--- src/rtl/cell_result_collector.sv ---
// Snapshots per-cell response vectors after a broadcast and serially scans them for the
// lowest-handle asserting cell. Optional duplicate-match counter: define HIT_COUNT_EN.
module cell_result_collector #(
  parameter int NUM_CELLS = 8,
  parameter int DATA_W    = 8,
  parameter int IDX_W     = 8
) (
  input  logic                        clk,
  input  logic                        reset,
  input  logic                        in_valid,
  output logic                        in_ready,
  input  logic [NUM_CELLS-1:0]        cell_bool,
  input  logic [NUM_CELLS*DATA_W-1:0] cell_result,
  input  logic [NUM_CELLS*DATA_W-1:0] cell_context,
  output logic                        out_valid,
  input  logic                        out_ready,
  output logic                        out_hit,
  output logic [IDX_W-1:0]            out_handle,
  output logic [DATA_W-1:0]           out_value,
  output logic [DATA_W-1:0]           out_context,
  output logic [IDX_W:0]              out_hit_count
);

  localparam int SEL_W = (NUM_CELLS > 1) ? $clog2(NUM_CELLS) : 1;
  localparam logic [SEL_W-1:0] LAST = SEL_W'(NUM_CELLS - 1);

  typedef enum logic [1:0] {IDLE, SCAN, DONE} state_t;

  state_t                          state;
  logic [SEL_W-1:0]                idx;
  logic [NUM_CELLS-1:0]            snap_bool;
  logic [NUM_CELLS-1:0][DATA_W-1:0] snap_result;
  logic [NUM_CELLS-1:0][DATA_W-1:0] snap_context;

  logic accept, cur_hit;
  assign accept  = (state == IDLE) && in_valid;
  assign cur_hit = (state == SCAN) && snap_bool[idx];

  always_ff @(posedge clk) begin
    if (!reset) begin
      state        <= IDLE;
      in_ready     <= 1'b1;
      out_valid    <= 1'b0;
      out_hit      <= 1'b0;
      out_handle   <= '0;
      out_value    <= '0;
      out_context  <= '0;
      idx          <= '0;
      snap_bool    <= '0;
      snap_result  <= '0;
      snap_context <= '0;
    end else begin
      case (state)
        IDLE: if (in_valid) begin
          snap_bool    <= cell_bool;
          snap_result  <= cell_result;
          snap_context <= cell_context;
          out_hit      <= 1'b0;
          out_handle   <= '0;
          out_value    <= '0;
          out_context  <= '0;
          idx          <= '0;
          in_ready     <= 1'b0;
          state        <= SCAN;
        end
        SCAN: begin
          // first hit is sticky so the lowest handle wins
          if (cur_hit && !out_hit) begin
            out_hit     <= 1'b1;
            out_handle  <= IDX_W'(idx);
            out_value   <= snap_result[idx];
            out_context <= snap_context[idx];
          end
          idx <= idx + SEL_W'(1);
          if (idx == LAST) begin
            state     <= DONE;
            out_valid <= 1'b1;
          end
        end
        DONE: if (out_ready) begin
          state     <= IDLE;
          out_valid <= 1'b0;
          in_ready  <= 1'b1;
        end
        default: begin
          state     <= IDLE;
          in_ready  <= 1'b1;
          out_valid <= 1'b0;
        end
      endcase
    end
  end

`ifdef HIT_COUNT_EN
  logic [IDX_W:0] hit_count;
  always_ff @(posedge clk) begin
    if (!reset)                       hit_count <= '0;
    else if (accept)                  hit_count <= '0;
    else if (cur_hit && hit_count != '1) hit_count <= hit_count + (IDX_W+1)'(1);
  end
  assign out_hit_count = hit_count;
`else
  assign out_hit_count = '0;
`endif

endmodule

--- config.mk ---
export PLATFORM = sky130hd
export DESIGN_NAME = cell_result_collector
export DESIGN_NICKNAME = d
export VERILOG_FILES = /design/src/rtl/cell_result_collector.sv
export SDC_FILE = /design/constraint.sdc
export NUM_CORES = 1
export LEC_CHECK = 0
export CAP_MARGIN = 20
export CORE_MARGIN = 5
export CORE_UTILIZATION = 46
export CTS_BUF_LIST = sky130_fd_sc_hd__clkbuf_8
export CTS_CLUSTER_SIZE = 16
export DETAILED_ROUTE_END_ITERATION = 6
export GPL_ROUTABILITY_DRIVEN = 1
export PLACE_DENSITY = 0.75
export SETUP_SLACK_MARGIN = 0.15
export SYNTH_ARGS = -nofsm -noshare
export SYNTH_HDL_FRONTEND = slang
export SYNTH_SLANG_ARGS = --single-unit
--- constraint.sdc ---
create_clock -name clk -period 1.5 [get_ports clk]
set_input_delay 0.225 -clock clk [delete_from_list [all_inputs] [get_ports clk]]
set_output_delay 0.225 -clock clk [all_outputs]
set_load 0.005 [all_outputs]
Clock nets:
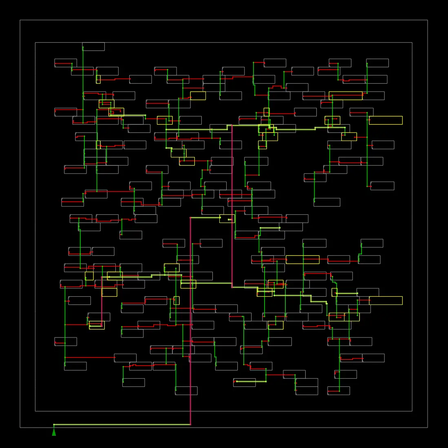
Sink Count: 163
Setup Skew: 13.8 ps

Wiring heat map:
Scale: 3 px per micron. The die is cut into 27 by 27 equal tiles; black is low, pale yellow is high, scaled to the fullest tile. Values are wire area over tile area, all layers added.
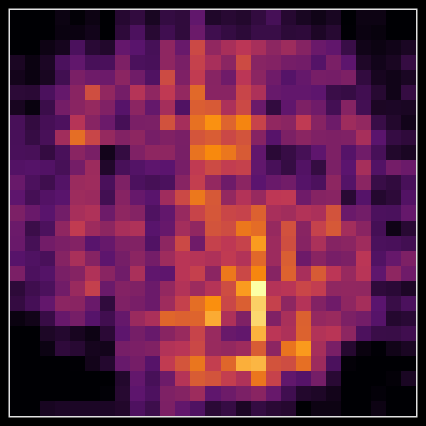
emptiest ninth of the die: bottom left
mean over tiles: 0.22
tiles over half the peak: 15%
nearly empty tiles: 8.5%
fullest tile: 0.76
GRT Overall Usage: 21.5%
post-DR wirelength/cell: 20.5 microns

Sequential cells colored by netlist name:
Scale: 3 px per micron. Other sequential cells in the stronger gray, the rest of the logic in the fainter gray.
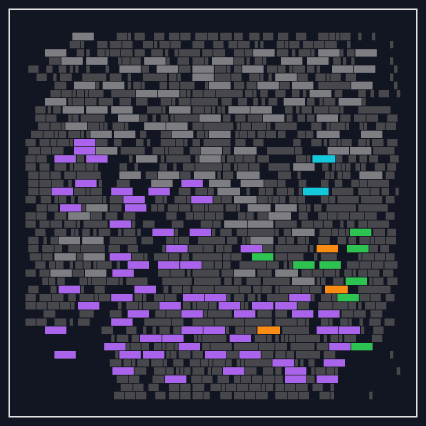
legend:
  green:
    name_in_the_netlist: snap_bool
    sequential_cells: 8
  cyan:
    name_in_the_netlist: state
    sequential_cells: 2
  purple:
    name_in_the_netlist: snap_result
    sequential_cells: 64
  orange:
    name_in_the_netlist: out_handle
    sequential_cells: 3
not colored: 86
Layout Utilization: 73.6%
Register Area: 3290 sq um
flip-flop and latch power: 4670 uW

==> summary.txt <==
impl run done, here's what came out: outcome=finished with violations, failing checks=negative setup slack, Yosys chip area=7220 sq um, biggest regs=snap_context: 64 flops, snap_result: 64 flops, initial antenna violation count=1, DIE WIDTH=135 microns, M3 GR Usage=5.46%, total gr overflow=0, Inst Count DP=1146, yosys cell count=815, Top power group=registers, Post-Layout Cell Count=1219, Worst Max-Slew Pin Slew=663 ps, CP top delay family=flip-flops, mapped cell area=7220 sq um, Register-to-Register Path Depth=6, cells along the critical path=buf_12, buf_4, mux2i_1, a22oi_1, o211ai_1, mux2i_1, post-DP HPWL=12900 microns, Post-Route WL=24900 microns, Core ar.=15300 sq um, yosys warning tally=0, Synth area leaders=dfxtp_1 45%, nand2_1 15%, a21boi_0 13%, synth cell count leaders=295 x nand2_1, 163 x dfxtp_1, 129 x a21boi_0, hold crit path type=in2reg, distinct lib cells=32, worst endpoint required time=1810 ps, PostCTS Resize Cnt=49, Async SR Flop Fraction=0%, Fin. Hold Viols=0, First-pass DRT Iterations=7, AO/OA Area Share=18.4%, ANT nets after route=0, Synth logic family=AND-OR/OR-AND gates, vias in the first global route=5839, met1 Track Usage GR=30.3%, Sw Share=26.0%, met2 track demand over resource=33.3%, xor/xnor share=0%, chip height=135 microns, flops & latches, synth=163, final setup violation count=24, latest clock arrival within the worst-skew pair=450 ps, net count reported at finish=1135, residual DRC count=0, Worst setup SP type=flip-flop, Commonest flop=dfxtp_1, Critical Path AT=2020 ps, IO Pins=176, tool warnings=29, Cell Pwr Density=911 nW/um^2, share of cells above drive strength 1=31.0%, fillers=1086, Post-synth EDFFs=0, worst hold start=reset, Gate Count Post-Synth=815, worst setup margin=-214 ps, Int Power=7610 uW, Top cell excl fill/tap=nand2_1, # rows=45, clk root buf=clkbuf_8, most used cell along the critical path=mux2i_1, Top Layer Used=met4, Slew Limit Fails=0, Worst R2R Start=idx[1]$_SDFFE_PN0P_, part of the power in the clock network=34.9%, Critical Path Stages=6, CTS tree=done, Via Count=6615, global-route wire length before repair=30900 microns, Crit. Startpoint=idx[1]$_SDFFE_PN0P_, syn avg cell area=8.86 sq um, met2 wire length=11400 microns, pin count of the biggest net entering global routing=77, met3 WL=2000 microns, crit path kind=reg2reg, GPL Wtd Cong=0.772, sequential power share=45.5%, H-tree levels=4, comb pwr=2020 uW, fmax=0.583 GHz, Hold-fix buffers, CTS=0, total CTS buffers=17, Adder-Cell Fraction of Synth Area=0.346%, P_leak=0.00460 uW, Max transition margin=55.6%, setup bufs post-CTS=3, # Max-Cap Violations=0, clock transition at the registers of the reported paths=80 ps, worst vdd ir=0.545 mV, slowest stage delay, CP=460 ps, Tcrit/Tclk final=114%, final critical-path required period=1710 ps, RSZ-0062 raised after global routing=yes, Critical Path End=out_value[5]$_SDFFE_PN0P_, chip area=18300 sq um, input/output buffers=161, top logic cells by instance count in the layout=192 x nand2_1, 143 x dfxtp_1, 138 x clkdlybuf4s50_1, 79 x nand2_4, 71 x a21boi_1, Metal-1 WL=10900 microns, CP max-delay cell=dfxtp_4, Comb pwr share=19.7%, Iter 0 DRT Violations=599, Yosys top cell by area=dfxtp_1, setup tns final=-1540 ps, Design Power=10300 uW, routed vias/inst=5.43, Worst setup EP type=flip-flop, Synth-to-Final Area Change=56.1%, R2R setup slack=-210 ps, Synth top cell by count=nand2_1, pre-placement core utilization=47.2%, Buf/Inv on CP=2, clk pwr=3580 uW, mux share=12.8%, AND/OR/NAND/NOR Cells, Area Fraction=17.3%, crit path max fanout=9, area share of the largest cell type after synthesis=45.2%, Reg-to-Reg End=out_value[5]$_SDFFE_PN0P_, net load switching power=2670 uW, Seq share, synth=45.2%, worst hold stages=3, Hold Crit Endpoint=in_ready$_SDFFE_PN1P_, Clock Tree Buf Depth=2, grt peak-use layer=met2
==> per-stage QoR <==
step	area (sq um)	hold slack (ps)	worst slack, ps	utilization (%)
after floorplan	7400	360	-24.6	-
after global placement	9080	440	-244	59.3
after detailed placement	9080	446	-275	59.3
after CTS	9710	246	-77.0	63.4
after global routing	11300	278	-279	73.6
final	11300	266	-214	73.6
==> final cells by class <==
| class | instances | area [sq um] | area share, % |
|---|---|---|---|
| Tap cell | 211 | 264 | 2.34 |
| Timing Repair Buffer | 228 | 2760 | 24.5 |
| Multi-Input combinational cell | 583 | 4510 | 40.0 |
| Clock buffer | 21 | 289 | 2.56 |
| Sequential cell | 163 | 3290 | 29.2 |
| Clock inverter | 11 | 158 | 1.40 |
| Antenna cell | 2 | 5.00 | 0.0444 |
Power is estimated from default activity; no workload was simulated.
